--- src/rtl/uart_rx_fifo.sv ---
// rtl/uart_rx_fifo.sv - UART receive front end with runtime baud divisor and byte FIFO
module uart_rx_fifo #(
  parameter int FIFO_DEPTH = 4,
  parameter bit PARITY_EN  = 1'b0,
  parameter bit PARITY_ODD = 1'b0
) (
  input  logic                          io_clk,
  input  logic                          io_rst,
  input  logic [15:0]                   baud_div,
  input  logic                          rx_in,
  output logic [7:0]                    rx_data,
  output logic                          rx_valid,
  input  logic                          rx_ready,
  output logic                          frame_err,
  output logic                          parity_err,
  output logic                          overrun,
  output logic                          busy,
  output logic [$clog2(FIFO_DEPTH):0]   fifo_level
);
  localparam int AW = $clog2(FIFO_DEPTH);
  localparam logic [AW:0] FULL_LVL = (AW+1)'(FIFO_DEPTH);

  typedef enum logic [2:0] {IDLE, START, DATA, PARITY, STOP, WAIT_HIGH} state_t;

  state_t      state, state_n;
  logic        rx_m, rx_s;
  logic [15:0] div_q, div_n, cnt, cnt_n;
  logic [2:0]  idx, idx_n;
  logic [7:0]  shift, shift_n;
  logic        par_bad, par_bad_n;
  logic        push, frame_n, parity_n;
  logic        at_sample, at_last;

  assign at_sample = (cnt == (div_q >> 1));
  assign at_last   = (cnt == div_q - 16'd1);
  assign busy      = (state != IDLE);

  always_ff @(posedge io_clk) begin
    if (io_rst) begin
      rx_m       <= 1'b1;
      rx_s       <= 1'b1;
      state      <= IDLE;
      div_q      <= 16'd4;
      cnt        <= 16'd0;
      idx        <= 3'd0;
      shift      <= 8'h00;
      par_bad    <= 1'b0;
      frame_err  <= 1'b0;
      parity_err <= 1'b0;
    end else begin
      rx_m       <= rx_in;
      rx_s       <= rx_m;
      state      <= state_n;
      div_q      <= div_n;
      cnt        <= cnt_n;
      idx        <= idx_n;
      shift      <= shift_n;
      par_bad    <= par_bad_n;
      frame_err  <= frame_n;
      parity_err <= parity_n;
    end
  end

  always_comb begin
    state_n   = state;
    div_n     = div_q;
    cnt_n     = cnt + 16'd1;
    idx_n     = idx;
    shift_n   = shift;
    par_bad_n = par_bad;
    push      = 1'b0;
    frame_n   = 1'b0;
    parity_n  = 1'b0;
    case (state)
      IDLE: begin
        cnt_n = 16'd0;
        if (!rx_s) begin
          state_n   = START;
          div_n     = (baud_div < 16'd4) ? 16'd4 : baud_div;
          par_bad_n = 1'b0;
        end
      end
      START: begin
        if (at_sample && rx_s) begin
          state_n = IDLE;
          cnt_n   = 16'd0;
        end else if (at_last) begin
          state_n = DATA;
          cnt_n   = 16'd0;
          idx_n   = 3'd0;
        end
      end
      DATA: begin
        if (at_sample) shift_n[idx] = rx_s;
        if (at_last) begin
          cnt_n = 16'd0;
          idx_n = idx + 3'd1;
          if (idx == 3'd7) state_n = PARITY_EN ? PARITY : STOP;
        end
      end
      PARITY: begin
        if (at_sample) par_bad_n = (rx_s != (PARITY_ODD ? ~^shift : ^shift));
        if (at_last) begin
          cnt_n   = 16'd0;
          state_n = STOP;
        end
      end
      STOP: begin
        // decide at mid stop bit so back-to-back frames are not missed
        if (at_sample) begin
          cnt_n = 16'd0;
          if (!rx_s) begin
            frame_n = 1'b1;
            state_n = WAIT_HIGH;
          end else if (par_bad) begin
            parity_n = 1'b1;
            state_n  = IDLE;
          end else begin
            push    = 1'b1;
            state_n = IDLE;
          end
        end
      end
      WAIT_HIGH: begin
        cnt_n = 16'd0;
        if (rx_s) state_n = IDLE;
      end
      default: state_n = IDLE;
    endcase
  end

  logic [7:0]    mem [FIFO_DEPTH];
  logic [AW-1:0] wr_ptr, rd_ptr;
  logic [AW:0]   count;
  logic          pop, full, do_push;

  assign rx_valid   = (count != '0);
  assign fifo_level = count;
  assign full       = (count == FULL_LVL);
  assign pop        = rx_valid && rx_ready;
  assign do_push    = push && (!full || pop);

  always_ff @(posedge io_clk) begin
    if (do_push) mem[wr_ptr] <= shift;
  end

  // rx_data is a registered copy of the head so it holds its value when empty
  always_ff @(posedge io_clk) begin
    if (io_rst) begin
      wr_ptr  <= '0;
      rd_ptr  <= '0;
      count   <= '0;
      rx_data <= 8'h00;
      overrun <= 1'b0;
    end else begin
      overrun <= push && full && !pop;
      if (do_push) wr_ptr <= wr_ptr + AW'(1);
      if (pop) rd_ptr <= rd_ptr + AW'(1);
      if (do_push && !pop) count <= count + (AW+1)'(1);
      else if (pop && !do_push) count <= count - (AW+1)'(1);
      if (do_push && (count == '0 || (pop && count == (AW+1)'(1)))) rx_data <= shift;
      else if (pop && count > (AW+1)'(1)) rx_data <= mem[rd_ptr + AW'(1)];
    end
  end
endmodule

--- config.mk ---
export PLATFORM = sky130hd
export DESIGN_NAME = uart_rx_fifo
export DESIGN_NICKNAME = d
export VERILOG_FILES = /design/src/rtl/uart_rx_fifo.sv
export SDC_FILE = /design/constraint.sdc
export NUM_CORES = 1
export LEC_CHECK = 0
export ABC_AREA = 1
export CAP_MARGIN = 40
export CORE_ASPECT_RATIO = 1.1
export CORE_UTILIZATION = 59
export CTS_BUF_LIST = sky130_fd_sc_hd__clkbuf_16
export CTS_CLUSTER_SIZE = 24
export DETAILED_ROUTE_END_ITERATION = 7
export PLACE_DENSITY = 0.8
export SETUP_SLACK_MARGIN = 0.2
export SYNTH_ARGS = -nofsm -noshare
export SYNTH_HDL_FRONTEND = slang
export SYNTH_SLANG_ARGS = --single-unit
--- constraint.sdc ---
create_clock -name io_clk -period 2.72 [get_ports io_clk]
set_input_delay 0.544 -clock io_clk [delete_from_list [all_inputs] [get_ports io_clk]]
set_output_delay 0.544 -clock io_clk [all_outputs]
set_load 0.03 [all_outputs]
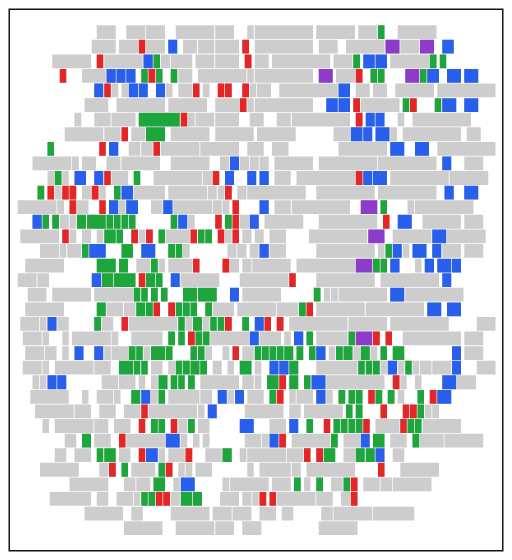
*Logic cells by family*
| colour | family | cells |
|---|---|---|
| green | nand cells | 157 |
| red | inv cells | 84 |
| purple | non-inverting ao/oa cells | 8 |
| blue | aoi and oai cells | 96 |

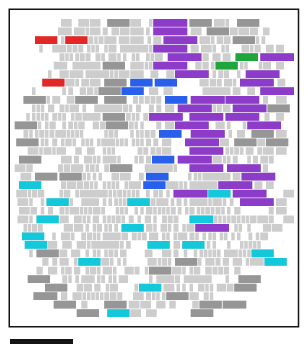
*Sequential cells grouped by signal name*
Bar = 20 um. Other sequential cells in the stronger grey, the rest of the logic in the fainter grey.
| colour | signal | placed flops |
|---|---|---|
| red | `fifo_level` | 3 |
| green | `rd_ptr` | 2 |
| blue | `shift` | 8 |
| purple | `mem` | 32 |
| cyan | `div_q` | 16 |
not coloured: 38

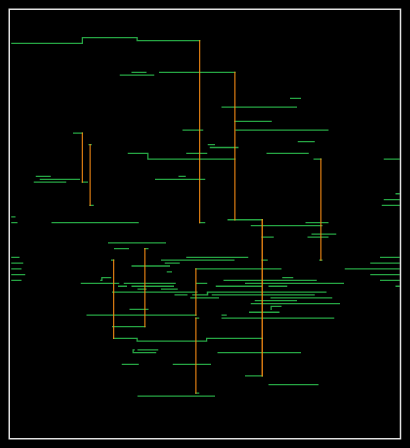
*Signal wires by layer*
Two of the layers only.
| colour | layer | wire length |
|---|---|---|
| green | M3 | 849 um |
| orange | M4 | 229 um |

==> results.txt <==
The run has ended; figures from its reports follow.

Setup repair after global routing left no endpoint under its margin. The maximum level of the CTS H-tree came out at 3. After routing the design area is 6083 um^2. In this run the clock root is driven by a sky130_fd_sc_hd__clkbuf_16.

The maximum achievable frequency is 418.3 MHz. The timing report gives the clock slew at the launch and capture registers of the worst setup and hold paths as 80 ps. The number of standard cells reported by yosys came out at 661. The post-synthesis instance total came out at 661.

The number of remaining DRC errors is 0. The global-route wire length before repair came out at 19.58 mm. The final power report lists total power as 0.004519 W.

STA classifies the critical path startpoint as a flop. The relative max-transition margin is 50.33%. The detail-routed net length per standard cell is 14.70 um. The mean instance size in the synthesized netlist is 7.903 um^2. The pin count of the biggest net entering global routing came out at 32.

The synthesis report lists the Yosys warning total as 0. The met1 wire length is 5.110 mm. The max-cap violation count came out at 0. Per the post-route antenna check, the number of violating nets is 0. The count of inserted antenna diode cells is 0. The synthesized area came out at 5224 um^2. VDD sags by at most 431.8 uV. The number of antenna violations at the first check in global routing is 0.

The number of unique standard cell types used by synthesis is 46. STA lists the maximum fanout along the critical path as 5. The placement-stage worst setup slack is 208.3 ps. Global routing finished with a remaining overflow of 0. The share of the synthesized area in the top cell type came out at 25.68%. The clock tree buffer depth came out at 2. The end-of-flow timing check tallies setup violations at 0. The number of global-route vias before repair came to 4,306. For reference, the final report shows the max-slew violation count at 0.

The run finished with clean final reports. The count of warning messages emitted by the tools is 32. The register share after synthesis came out at 44.07%. After detailed routing, the total wire length is 12.08 mm.

Summed over all instances, the cell type with the most area after synthesis is sky130_fd_sc_hd__dfxtp_1. The cell depth of the worst flop-to-flop path is 15. The number of placed instances, taps included, is 803. Leaving out buffers and inverters, the combinational logic in the layout accounts for 2536 um^2. The uppermost layer routed is met4. The final standard cell utilization of the core came out at 71.61%. By area the synthesized netlist is led by sky130_fd_sc_hd__dfxtp_1 26%, sky130_fd_sc_hd__edfxtp_1 18%, sky130_fd_sc_hd__nand2_1 8.5%, sky130_fd_sc_hd__nor2_1 6.5%, sky130_fd_sc_hd__inv_1 5.7%. Dividing total power by cell area gives a power density of 742.8 nW/um^2.

The total negative slack for setup checks came out at 0 ps. The latest clock arrival within the worst-skew pair is 360 ps. The final setup slack of the worst path came out at 329.6 ps. The count of placed standard cells in the final layout, fillers left out came out at 822. The horizontal die dimension reported for this design is 91.72 um. The net count of the finished layout is 739. The cell area after placement came out at 5715 um^2.

The static leakage power came out at 2.487 nW. Per the STA report, the cell with the highest stage delay on the worst path is sky130_fd_sc_hd__clkdlybuf4s50_1. Grouping non-sequential cells by family puts the most area in simple AND/OR/NAND/NOR gates.

The post-route netlist has 11.67% of its cells at a drive strength greater than 1.
-- kinds of logic (layout without fill, tap and decap cells) --
family	Yosys count	in the layout
adders and majority gates	13	13
DFF	99	99
AOI/OAI and AO/OA	104	104
xor gates and xnor gates	34	34
buffers and inverters	101	151
and+or+nand+nor	310	310
-- cells in the mapped netlist (all sizes together) --
| cell type | instances |
|---|---|
| edfxtp | 32 |
| a211oi | 10 |
| nand3b | 3 |
| o21a | 4 |
| nand3 | 23 |
| o21ai | 29 |
| xnor2 | 19 |
| xor2 | 15 |
| and2 | 1 |
| nor3 | 29 |
| nor3b | 1 |
| a22o | 4 |
| o22ai | 7 |
| dfxtp | 67 |
| nand4 | 6 |
| clkbuf | 11 |
| ha | 13 |
| nor4 | 6 |
| inv | 84 |
| a21oi | 32 |
| buf | 6 |
| o31ai | 4 |
| or2 | 5 |
| a22oi | 8 |
| nor2 | 111 |
| a31oi | 5 |
| o21bai | 1 |
| nand2 | 125 |
-- what timing repair did --
item,in CTS,in global routing
gates resized,0,10
buffers inserted,0,3
setup endpoints to repair,0,34
-- layout make-up --
| class | instances | share of cell area [%] |
|---|---|---|
| inverter | 84 | 5.183 |
| multi-input combinational | 461 | 41.69 |
| timing repair buffer | 51 | 7.733 |
| sequential | 99 | 37.91 |
| clock inverter | 7 | 1.501 |
| tap | 111 | 2.283 |
| clock buffer | 9 | 3.702 |
-- where the power goes --
group	internal, W	switching (W)	total [W]
Clock	0.000662	0.000654	0.00132
Combinational	0.000537	0.000917	0.00145
Sequential	0.00162	0.000129	0.00175
-- routing by layer --
metal | vias to the layer above | global-route usage (%)
li1 | 2268 | -
met1 | 2106 | 34.67
met2 | 170 | 46.27
met3 | 25 | 3.469
met4 | 0 | 11.78
met5 | - | 0
-- worst paths after layout --
check / slack, ps / from / end
hold / removal: 440 / rx_m / rx_s
setup / recovery: 330 / fifo_level[0] / rx_valid
setup reg to reg: 370 / div_q[0] / cnt[13]
hold reg to reg: 440 / rx_m / rx_s
-- sequential cells by signal (all words and copies together) (netlist names) --
register    cells
mem            32
cnt            16
div_q          16
rx_data         8
shift           8
fifo_level      3
idx             3
state           3
rd_ptr          2
wr_ptr          2
frame_err       1
overrun         1
par_bad         1
parity_err      1
rx_m            1
rx_s            1
-- worst reg2reg max path, cell delays in order, from the launching register on --
cell	delay, ps
sky130_fd_sc_hd__dfxtp_1	330
sky130_fd_sc_hd__inv_1	140
sky130_fd_sc_hd__ha_1	240
sky130_fd_sc_hd__nand2_1	180
sky130_fd_sc_hd__nor2_1	260
sky130_fd_sc_hd__nand2_1	90
sky130_fd_sc_hd__nand2_1	70
sky130_fd_sc_hd__nand2_1	60
sky130_fd_sc_hd__nor2_1	90
sky130_fd_sc_hd__nand2_1	100
sky130_fd_sc_hd__nor2_4	140
sky130_fd_sc_hd__nand3_2	80
sky130_fd_sc_hd__o21ai_2	80
sky130_fd_sc_hd__nand2_2	80
sky130_fd_sc_hd__nand2_4	200
sky130_fd_sc_hd__nor2_1	100
Power figures rest on the tool's default switching activity, not on a simulated workload.
